**config.mk**
```make
export PLATFORM = sky130hd
export DESIGN_NAME = edge_detect_multi
export DESIGN_NICKNAME = d
export VERILOG_FILES = /design/src/rtl/edge_pkg.sv /design/src/rtl/edge_chan.sv /design/src/rtl/edge_detect_multi.sv
export SDC_FILE = /design/constraint.sdc
export NUM_CORES = 1
export LEC_CHECK = 0
export CAP_MARGIN = 25
export CORE_MARGIN = 2
export CORE_UTILIZATION = 50
export CTS_CLUSTER_DIAMETER = 40
export CTS_CLUSTER_SIZE = 16
export DETAILED_ROUTE_END_ITERATION = 10
export PLACE_DENSITY = 0.77
export SYNTH_ARGS = -nofsm -noshare
export SYNTH_HDL_FRONTEND = slang
export SYNTH_SLANG_ARGS = --single-unit
```
**constraint.sdc**
```tcl
create_clock -name clk -period 2.6 [get_ports clk]
set_input_delay 0.39 -clock clk [delete_from_list [all_inputs] [get_ports clk]]
set_output_delay 0.39 -clock clk [all_outputs]
set_load 0.01 [all_outputs]
```
**src/rtl/edge_pkg.sv**
```systemverilog
// Shared types for the multi-channel edge detector: per-channel FSM states
// and the per-channel edge-select encoding.
package edge_pkg;

  typedef enum logic [1:0] {
    IDLE_LO   = 2'd0,
    EDGE_RISE = 2'd1,
    IDLE_HI   = 2'd2,
    EDGE_FALL = 2'd3
  } edge_state_t;

  typedef enum logic [1:0] {
    EM_OFF  = 2'b00,
    EM_RISE = 2'b01,
    EM_FALL = 2'b10,
    EM_BOTH = 2'b11
  } edge_mode_t;

  // Width of the glitch-filter persistence counter (FILT_LEN up to 255).
  localparam int FILT_CNT_W = 8;

endpackage

```
**src/rtl/edge_chan.sv**
```systemverilog
// One edge-detect channel: persistence filter, level-driven Moore FSM,
// sticky event flag and saturating event counter.
module edge_chan
  import edge_pkg::*;
#(
  parameter int FILT_LEN = 3,
  parameter int CNT_W    = 8
) (
  input  logic             clk,
  input  logic             rst,
  input  logic             in,
  input  logic [1:0]       mode,
  input  logic             clr,
  output logic             level,
  output logic             pulse,
  output logic             sticky,
  output logic [CNT_W-1:0] evt_cnt
);

  localparam logic [FILT_CNT_W-1:0] FILT_LAST = FILT_CNT_W'(FILT_LEN - 1);
  localparam logic [CNT_W-1:0]      CNT_MAX   = {CNT_W{1'b1}};

  logic [FILT_CNT_W-1:0] filt_cnt;
  edge_state_t           state;
  edge_state_t           state_next;
  edge_mode_t            mode_reg;

  // A new raw level must be seen on FILT_LEN consecutive edges to be accepted.
  always_ff @(posedge clk or posedge rst) begin
    if (rst) begin
      level    <= 1'b0;
      filt_cnt <= '0;
    end else if (in != level) begin
      if (filt_cnt == FILT_LAST) begin
        level    <= in;
        filt_cnt <= '0;
      end else begin
        filt_cnt <= filt_cnt + 1'b1;
      end
    end else begin
      filt_cnt <= '0;
    end
  end

  always_ff @(posedge clk or posedge rst) begin
    if (rst) begin
      state    <= IDLE_LO;
      mode_reg <= EM_OFF;
    end else begin
      state    <= state_next;
      mode_reg <= edge_mode_t'(mode);
    end
  end

  always_comb begin
    state_next = state;
    pulse      = 1'b0;
    case (state)
      IDLE_LO: begin
        if (level) state_next = EDGE_RISE;
      end
      EDGE_RISE: begin
        pulse      = (mode_reg == EM_RISE) || (mode_reg == EM_BOTH);
        state_next = level ? IDLE_HI : EDGE_FALL;
      end
      IDLE_HI: begin
        if (!level) state_next = EDGE_FALL;
      end
      EDGE_FALL: begin
        pulse      = (mode_reg == EM_FALL) || (mode_reg == EM_BOTH);
        state_next = level ? EDGE_RISE : IDLE_LO;
      end
      default: state_next = IDLE_LO;
    endcase
  end

  // A pulse arriving with clr wins: the flag stays set and the count restarts at 1.
  always_ff @(posedge clk or posedge rst) begin
    if (rst) begin
      sticky  <= 1'b0;
      evt_cnt <= '0;
    end else begin
      if (pulse)    sticky <= 1'b1;
      else if (clr) sticky <= 1'b0;

      if (clr)
        evt_cnt <= pulse ? CNT_W'(1) : '0;
      else if (pulse && (evt_cnt != CNT_MAX))
        evt_cnt <= evt_cnt + 1'b1;
    end
  end

endmodule

```
**src/rtl/edge_detect_multi.sv**
```systemverilog
// N_CH independent filtered edge detectors with a global "any event" flag.
module edge_detect_multi
  import edge_pkg::*;
#(
  parameter int N_CH     = 4,
  parameter int FILT_LEN = 3,
  parameter int CNT_W    = 8
) (
  input  logic                  clk,
  input  logic                  rst,
  input  logic [N_CH-1:0]       in,
  input  logic [2*N_CH-1:0]     mode,
  input  logic [N_CH-1:0]       clr,
  output logic [N_CH-1:0]       level,
  output logic [N_CH-1:0]       pulse,
  output logic [N_CH-1:0]       sticky,
  output logic [N_CH*CNT_W-1:0] evt_cnt,
  output logic                  any_evt
);

  generate
    for (genvar gi = 0; gi < N_CH; gi++) begin : g_chan
      edge_chan #(
        .FILT_LEN(FILT_LEN),
        .CNT_W   (CNT_W)
      ) u_chan (
        .clk    (clk),
        .rst    (rst),
        .in     (in[gi]),
        .mode   (mode[2*gi +: 2]),
        .clr    (clr[gi]),
        .level  (level[gi]),
        .pulse  (pulse[gi]),
        .sticky (sticky[gi]),
        .evt_cnt(evt_cnt[gi*CNT_W +: CNT_W])
      );
    end
  endgenerate

  assign any_evt = |sticky;

endmodule

```
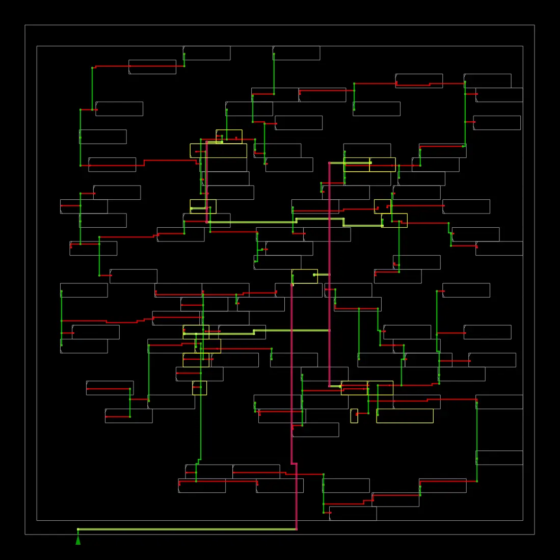
(run_1/clock_nets.png)
clock tree buffer count of the final layout: 12
TritonCTS buffer count: 9
Clock Sinks: 88

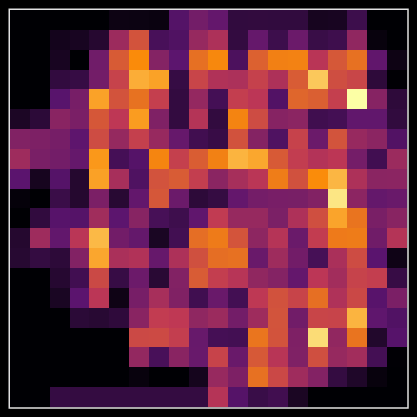
(run_1/route_heat.png)
Scale: 4 px per µm. 20 x 20 tiles, from black (low) to pale yellow (high), scaled to the fullest tile. Values are wire area over tile area, all layers added.
nearly empty tiles: 14%
mean over tiles: 0.14
emptiest ninth of the die: lower left
fullest tile: 0.42
tiles over half the peak: 25%

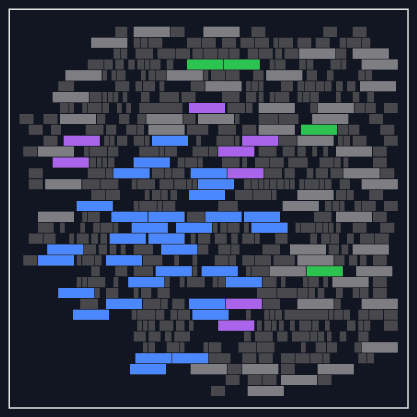
(run_1/ff_map.png)
Scale: 4 px per µm. Other sequential cells in the stronger grey, the rest of the logic in the fainter grey.
| colour | netlist name | sequential cells |
|---|---|---|
| blue | g_chan.u_chan.filt_cnt | 32 |
| green | g_chan.u_chan.sticky | 4 |
| purple | g_chan.u_chan.state | 8 |

==> flow_metrics.env <==
# physical design summary
export IMPL_worstSkewPairLatency_ns=0.36
export IMPL_wl_met3_um=343
export IMPL_setup_tns_final_ns=0
export IMPL_start_kind="flop"
export IMPL_crit_path_end="pulse[1]"
export IMPL_intPower_mw=3.03
export IMPL_antenna_found_initial=0
export IMPL_path_delay_family="buffers and inverters"
export IMPL_status="finished, final reports clean"
export IMPL_final_layout_size_suffix_gt1_share_pct=6.10
export IMPL_r2r_end="g_chan[1].u_chan.evt_cnt[5]"
export IMPL_hold_buffers=0
export IMPL_ff_count=88
export IMPL_ys_seq_elements=88
export IMPL_power_per_cell_area_nw_per_um2=862
export IMPL_seqPwrFrac_pct=41.0
export IMPL_p_clk_share_pct=23.2
export IMPL_synthesis_instances=447
export IMPL_crit_path_max_fanout=5
export IMPL_cts_root_buf="clkbuf_8"
export IMPL_dp_slack_ns=0.408
export IMPL_drc_errors=0
export IMPL_via_per_inst=5.44
export IMPL_layout_cells_most_common_list="88 x dfrtp_1, 61 x clkdlybuf4s50_1, 45 x nor2_1"
export IMPL_wl_met1_mm=3.85
export IMPL_most_common_cell="dfrtp_1"
export IMPL_switching_power_mw=1.66
export IMPL_ant_nets=0
export IMPL_final_comb_area_um2=2130
export IMPL_cts_reportedPaths_clkPinSlew_ns=0.09
export IMPL_grt_remaining_overflow=0
export IMPL_rsz0062_at_grt="no"
export IMPL_grtUsageMet2_pct=33.1
export IMPL_startpoint="g_chan[1].u_chan.state[0]"
export IMPL_rows=34
export IMPL_postRouteWirelength_mm=8.50
